## src/rtl/multiplier_16bit_seq_if.sv

```systemverilog
// Request/result bundle for the sequential 16x16 multiplier.
// master: requester (drives start and operands); slave: the multiplier.
interface multiplier_16bit_seq_if;
    logic        start;
    logic [15:0] multiplicand;
    logic [15:0] multiplier;
    logic        busy;
    logic        done;
    logic [31:0] product;
    logic        overflow;

    modport master (
        output start, multiplicand, multiplier,
        input  busy, done, product, overflow
    );

    modport slave (
        input  start, multiplicand, multiplier,
        output busy, done, product, overflow
    );
endinterface

```

## src/rtl/multiplier_16bit_seq.sv

```systemverilog
// Sequential 16x16 shift-add multiplier with a fixed 17-cycle latency.
// The result becomes visible in the cycle where done is high.
// Build option: define MULTIPLIER_SIGNED_EN to treat operands as two's
// complement. Magnitudes are multiplied and the result is negated when
// the signs differ. Ports and latency are the same in both builds.
module multiplier_16bit_seq (
    input logic                    clk,
    input logic                    rst,
    multiplier_16bit_seq_if.slave  bus
);
    typedef enum logic [1:0] {IDLE, CALC, DONE} state_t;

    state_t      state, next_state;
    logic        accept;
    logic        busy_c, done_c;
    logic [3:0]  cnt;
    logic [31:0] acc;
    logic [31:0] mcand_sh;   // multiplicand shifted left once per step
    logic [15:0] mplier_sh;  // multiplier shifted right once per step
    logic [31:0] product_q;
    logic        overflow_q;
    logic [31:0] acc_next;
    logic [31:0] result;
    logic        result_ovf;
    logic [15:0] a_op, b_op;

`ifdef MULTIPLIER_SIGNED_EN
    logic neg_q;
    // Convert both operands to magnitudes; 0x8000 maps to 0x8000 unsigned.
    always_comb begin
        a_op = bus.multiplicand[15] ? (16'd0 - bus.multiplicand) : bus.multiplicand;
        b_op = bus.multiplier[15]   ? (16'd0 - bus.multiplier)   : bus.multiplier;
    end
`else
    assign a_op = bus.multiplicand;
    assign b_op = bus.multiplier;
`endif

    // One shift-add step; the last step's sum goes straight to the output
    // registers so that no bits are lost and the latency stays fixed.
    assign acc_next = acc + (mplier_sh[0] ? mcand_sh : 32'd0);

`ifdef MULTIPLIER_SIGNED_EN
    assign result     = neg_q ? (32'd0 - acc_next) : acc_next;
    assign result_ovf = !((&result[31:15]) || !(|result[31:15]));
`else
    assign result     = acc_next;
    assign result_ovf = |result[31:16];
`endif

    // State register.
    always_ff @(posedge clk or posedge rst) begin
        if (rst) state <= IDLE;
        else     state <= next_state;
    end

    // Next-state, start acceptance and status outputs.
    always_comb begin
        next_state = state;
        accept     = 1'b0;
        busy_c     = 1'b0;
        done_c     = 1'b0;
        case (state)
            IDLE: begin
                if (bus.start) begin
                    accept     = 1'b1;
                    next_state = CALC;
                end
            end
            CALC: begin
                busy_c = 1'b1;
                if (cnt == 4'd15) next_state = DONE;
            end
            DONE: begin
                done_c = 1'b1;
                if (bus.start) begin
                    accept     = 1'b1;
                    next_state = CALC;
                end else begin
                    next_state = IDLE;
                end
            end
            default: next_state = IDLE;
        endcase
    end

    // Operand latch, shift-add datapath and held result registers.
    always_ff @(posedge clk or posedge rst) begin
        if (rst) begin
            cnt        <= '0;
            acc        <= '0;
            mcand_sh   <= '0;
            mplier_sh  <= '0;
            product_q  <= '0;
            overflow_q <= 1'b0;
`ifdef MULTIPLIER_SIGNED_EN
            neg_q      <= 1'b0;
`endif
        end else if (accept) begin
            cnt        <= '0;
            acc        <= '0;
            mcand_sh   <= {16'd0, a_op};
            mplier_sh  <= b_op;
`ifdef MULTIPLIER_SIGNED_EN
            neg_q      <= bus.multiplicand[15] ^ bus.multiplier[15];
`endif
        end else if (state == CALC) begin
            cnt       <= cnt + 4'd1;
            acc       <= acc_next;
            mcand_sh  <= {mcand_sh[30:0], 1'b0};
            mplier_sh <= {1'b0, mplier_sh[15:1]};
            if (cnt == 4'd15) begin
                product_q  <= result;
                overflow_q <= result_ovf;
            end
        end
    end

    assign bus.busy     = busy_c;
    assign bus.done     = done_c;
    assign bus.product  = product_q;
    assign bus.overflow = overflow_q;
endmodule

```

## src/flat_wrapper.sv

```systemverilog
// flat-port wrapper written by rule: the top's interface ports become plain ports
module multiplier_16bit_seq_flat 
  (clk, rst, bus_start, bus_multiplicand, bus_multiplier, bus_busy, bus_done, bus_product, bus_overflow);
  multiplier_16bit_seq_if bus_i ();
  input logic clk;
  input logic rst;
  input wire logic [$bits(bus_i.start)-1:0] bus_start;
  input wire logic [$bits(bus_i.multiplicand)-1:0] bus_multiplicand;
  input wire logic [$bits(bus_i.multiplier)-1:0] bus_multiplier;
  output wire logic [$bits(bus_i.busy)-1:0] bus_busy;
  output wire logic [$bits(bus_i.done)-1:0] bus_done;
  output wire logic [$bits(bus_i.product)-1:0] bus_product;
  output wire logic [$bits(bus_i.overflow)-1:0] bus_overflow;
  assign bus_i.start = bus_start;
  assign bus_i.multiplicand = bus_multiplicand;
  assign bus_i.multiplier = bus_multiplier;
  assign bus_busy = bus_i.busy;
  assign bus_done = bus_i.done;
  assign bus_product = bus_i.product;
  assign bus_overflow = bus_i.overflow;
  multiplier_16bit_seq u_core (.clk(clk), .rst(rst), .bus(bus_i));
endmodule
```

## config.mk

```make
export PLATFORM = sky130hd
export DESIGN_NAME = multiplier_16bit_seq_flat
export DESIGN_NICKNAME = d
export VERILOG_FILES = /design/src/rtl/multiplier_16bit_seq_if.sv /design/src/rtl/multiplier_16bit_seq.sv /design/src/flat_wrapper.sv
export SDC_FILE = /design/constraint.sdc
export NUM_CORES = 1
export LEC_CHECK = 0
export ABC_AREA = 1
export CAP_MARGIN = 20
export CORE_MARGIN = 2
export CORE_UTILIZATION = 30
export CTS_CLUSTER_DIAMETER = 80
export CTS_CLUSTER_SIZE = 10
export DETAILED_ROUTE_END_ITERATION = 10
export MAX_ROUTING_LAYER = met4
export PLACE_DENSITY_LB_ADDON = 0.12
export RECOVER_POWER = 50
export REMOVE_ABC_BUFFERS = 1
export SLEW_MARGIN = 10
export SYNTH_ARGS = -nofsm -noshare
export SYNTH_HDL_FRONTEND = slang
export SYNTH_SLANG_ARGS = --single-unit
```

## constraint.sdc

```tcl
create_clock -name clk -period 6.5 [get_ports clk]
set_input_delay 0.65 -clock clk [delete_from_list [all_inputs] [get_ports clk]]
set_output_delay 0.65 -clock clk [all_outputs]
set_load 0.05 [all_outputs]
```

==> impl_metrics.csv <==
group,metric,value,unit
global_route,grt_pass1_wl,32.6,mm
yosys,async_flop_share,100,%
worst_hold_path,min-delay-start,"u_core.bus.product[23]",
setup_path,critPathKind,"in2async",
clocking,cts_resized,0,
pwr,power_leader,"combinational logic",
global_route,met3_usage,2.65,%
finish,buf_share,8.18,%
setup_path,cp_cell_sequence,"dlygate4sd3_1 > clkinvlp_2 > clkbuf_2",
yosys,yosys_area,7290,um^2
finish,num-nonclk-buffers,74,
finish,syn2layout_area_growth,22.3,%
yosys,flop_cell,"dfrtp_1",
place,dp_hpwl,14.7,mm
yosys,ys_ff,119,
finish,lay_top_count,"nand2_1",
pwr,powerDensity,527,nW/um^2
finish,lay_top_cells,"400 x nand2_1, 187 x inv_1, 119 x dfrtp_1",
yosys,simple_gate_area_share,28.5,%
yosys,muxShareOfSynthArea,0,%
finish,logic_gate_count,696,
setup_path,worstPathArrival,4.09,ns
yosys,yosys.area.top_type,"dfrtp_1",
clocking,cts.sink_count,119,
drt,drc_errors,0,
setup_path,r2r_cells,18,
finish,antenna_cells,0,
floorplan,taps,324,
sta,slew_headroom,-75.0,%
pwr,p_switching,2.22,mW
global_route,grt_pass1_vias,6336,
run_status,status,"complete, but fails checks",
setup_path,max_stage_delay,1.46,ns
worst_hold_path,holdCritPathClass,"reg2reg",
yosys,synth_xor_xnor_area_share,1.80,%
setup_path,required,6.75,ns
run,max-cap-violations,2,
pwr,power.share.switching,47.2,%
finish,n_all_inverters,194,
global_route,overflow,0,
finish,largestClassByArea,"multi-input combinational cells",
yosys,yosys_warnings,0,
pwr,powerComb,2.40,mW
sta,setup_violations,0,
setup_path,critPathMaxFanout,62,
place,dp_cells,1406,
sta,slew_viol_final,122,
clocking,insertion_delay,0.43,ns
finish,seq_area,2980,um^2
drt,wl_met1,10.6,mm
yosys,ys_cells,1040,
yosys,synth-edff-count,0,
pwr,seq_power,1.29,mW
place,gp_congestion,0.872,
global_route,top_usage_layer,"met2",
yosys,yosys.area_share.aoi,11.3,%
global_route,antenna_found_initial,0,
floorplan,die_area,25600,um^2
global_route,grt_max_degree,67,
sta,worst_pin_slew,2.61,ns
drt,dr.pass1.iters,5,
setup_path,cp_top_family,"buffers and inverters",
setup_path,rrSetupSlack,3.40,ns
pwr,combPwrFrac,51.1,%
run_status,violations,"max-capacitance violations, max-slew violations",
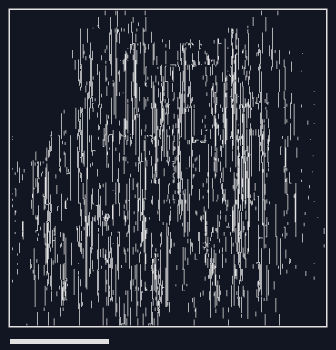
**Above:** met2 routing.
Scale bar: 50 um.
nets with wire on the layer: 872
longest straight run: 62.6 um
via count: 6315
Routed WL: 19.6 mm
M2 GR Usage: 24.1%

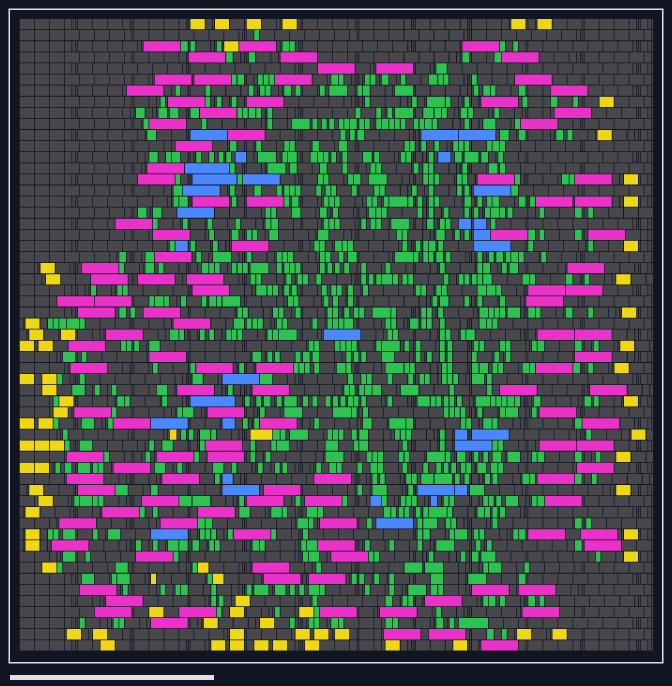
**Above:** placement by cell class.
Scale bar: 50 um. Fill, decap, tap and diode cells in gray.
[remaining buffers and delay cells] yellow | cells: 74 | share of their area: 8.6%
[combinational and other logic] green | cells: 890 | share of their area: 49%
[clock drivers and dummy loads] blue | cells: 32 | share of their area: 7.2%
[sequential cells] magenta | cells: 119 | share of their area: 35%
final core utilization: 37.0%
final instance area: 8910 um^2
Core ar.: 24100 um^2
sequential share of cell area: 33.4%

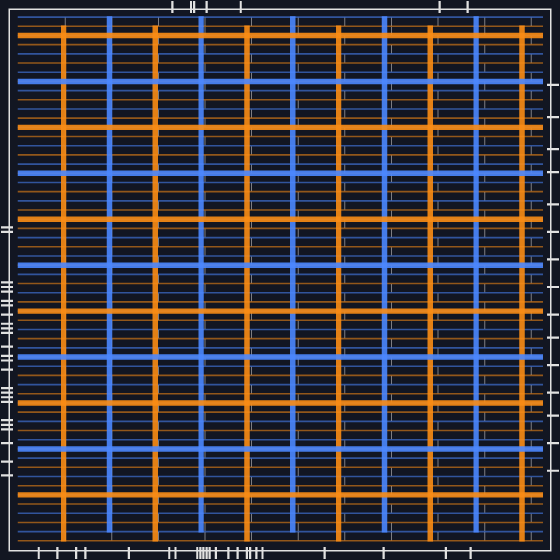
**Above:** supply network.
Pins as bars on the die edge. Tap cells in gray.
[VSS] orange
[VDD] blue
met1 rails: 58
rows: 57
met5 straps: 11
Die Ht: 160 um
chip width: 160 um
Worst IR Drop VDD: 0.180 mV

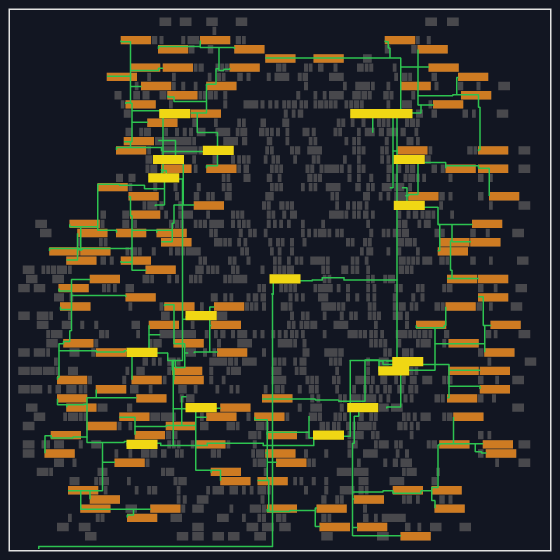
**Above:** clock distribution.
[clock wires] green | length: 2010 um
[clock drivers] yellow | count: 17
[flip-flops] orange | count: 119
flops lie: all over the die
clock group share of total power: 21.4%
Worst Skew: 0.0137 ns

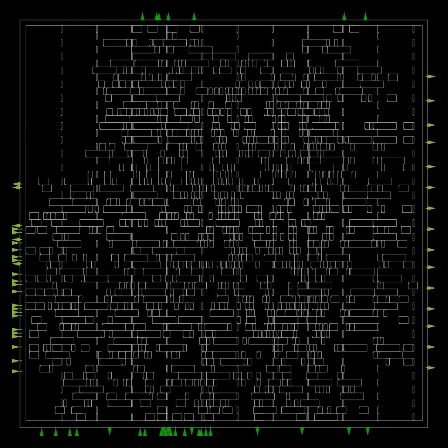
**Above:** cell placement.
Final Non-Filler Cells: 1439
sequential cell count: 119
# rows: 57

No activity file was given, so power comes from the tool's default toggle rates.
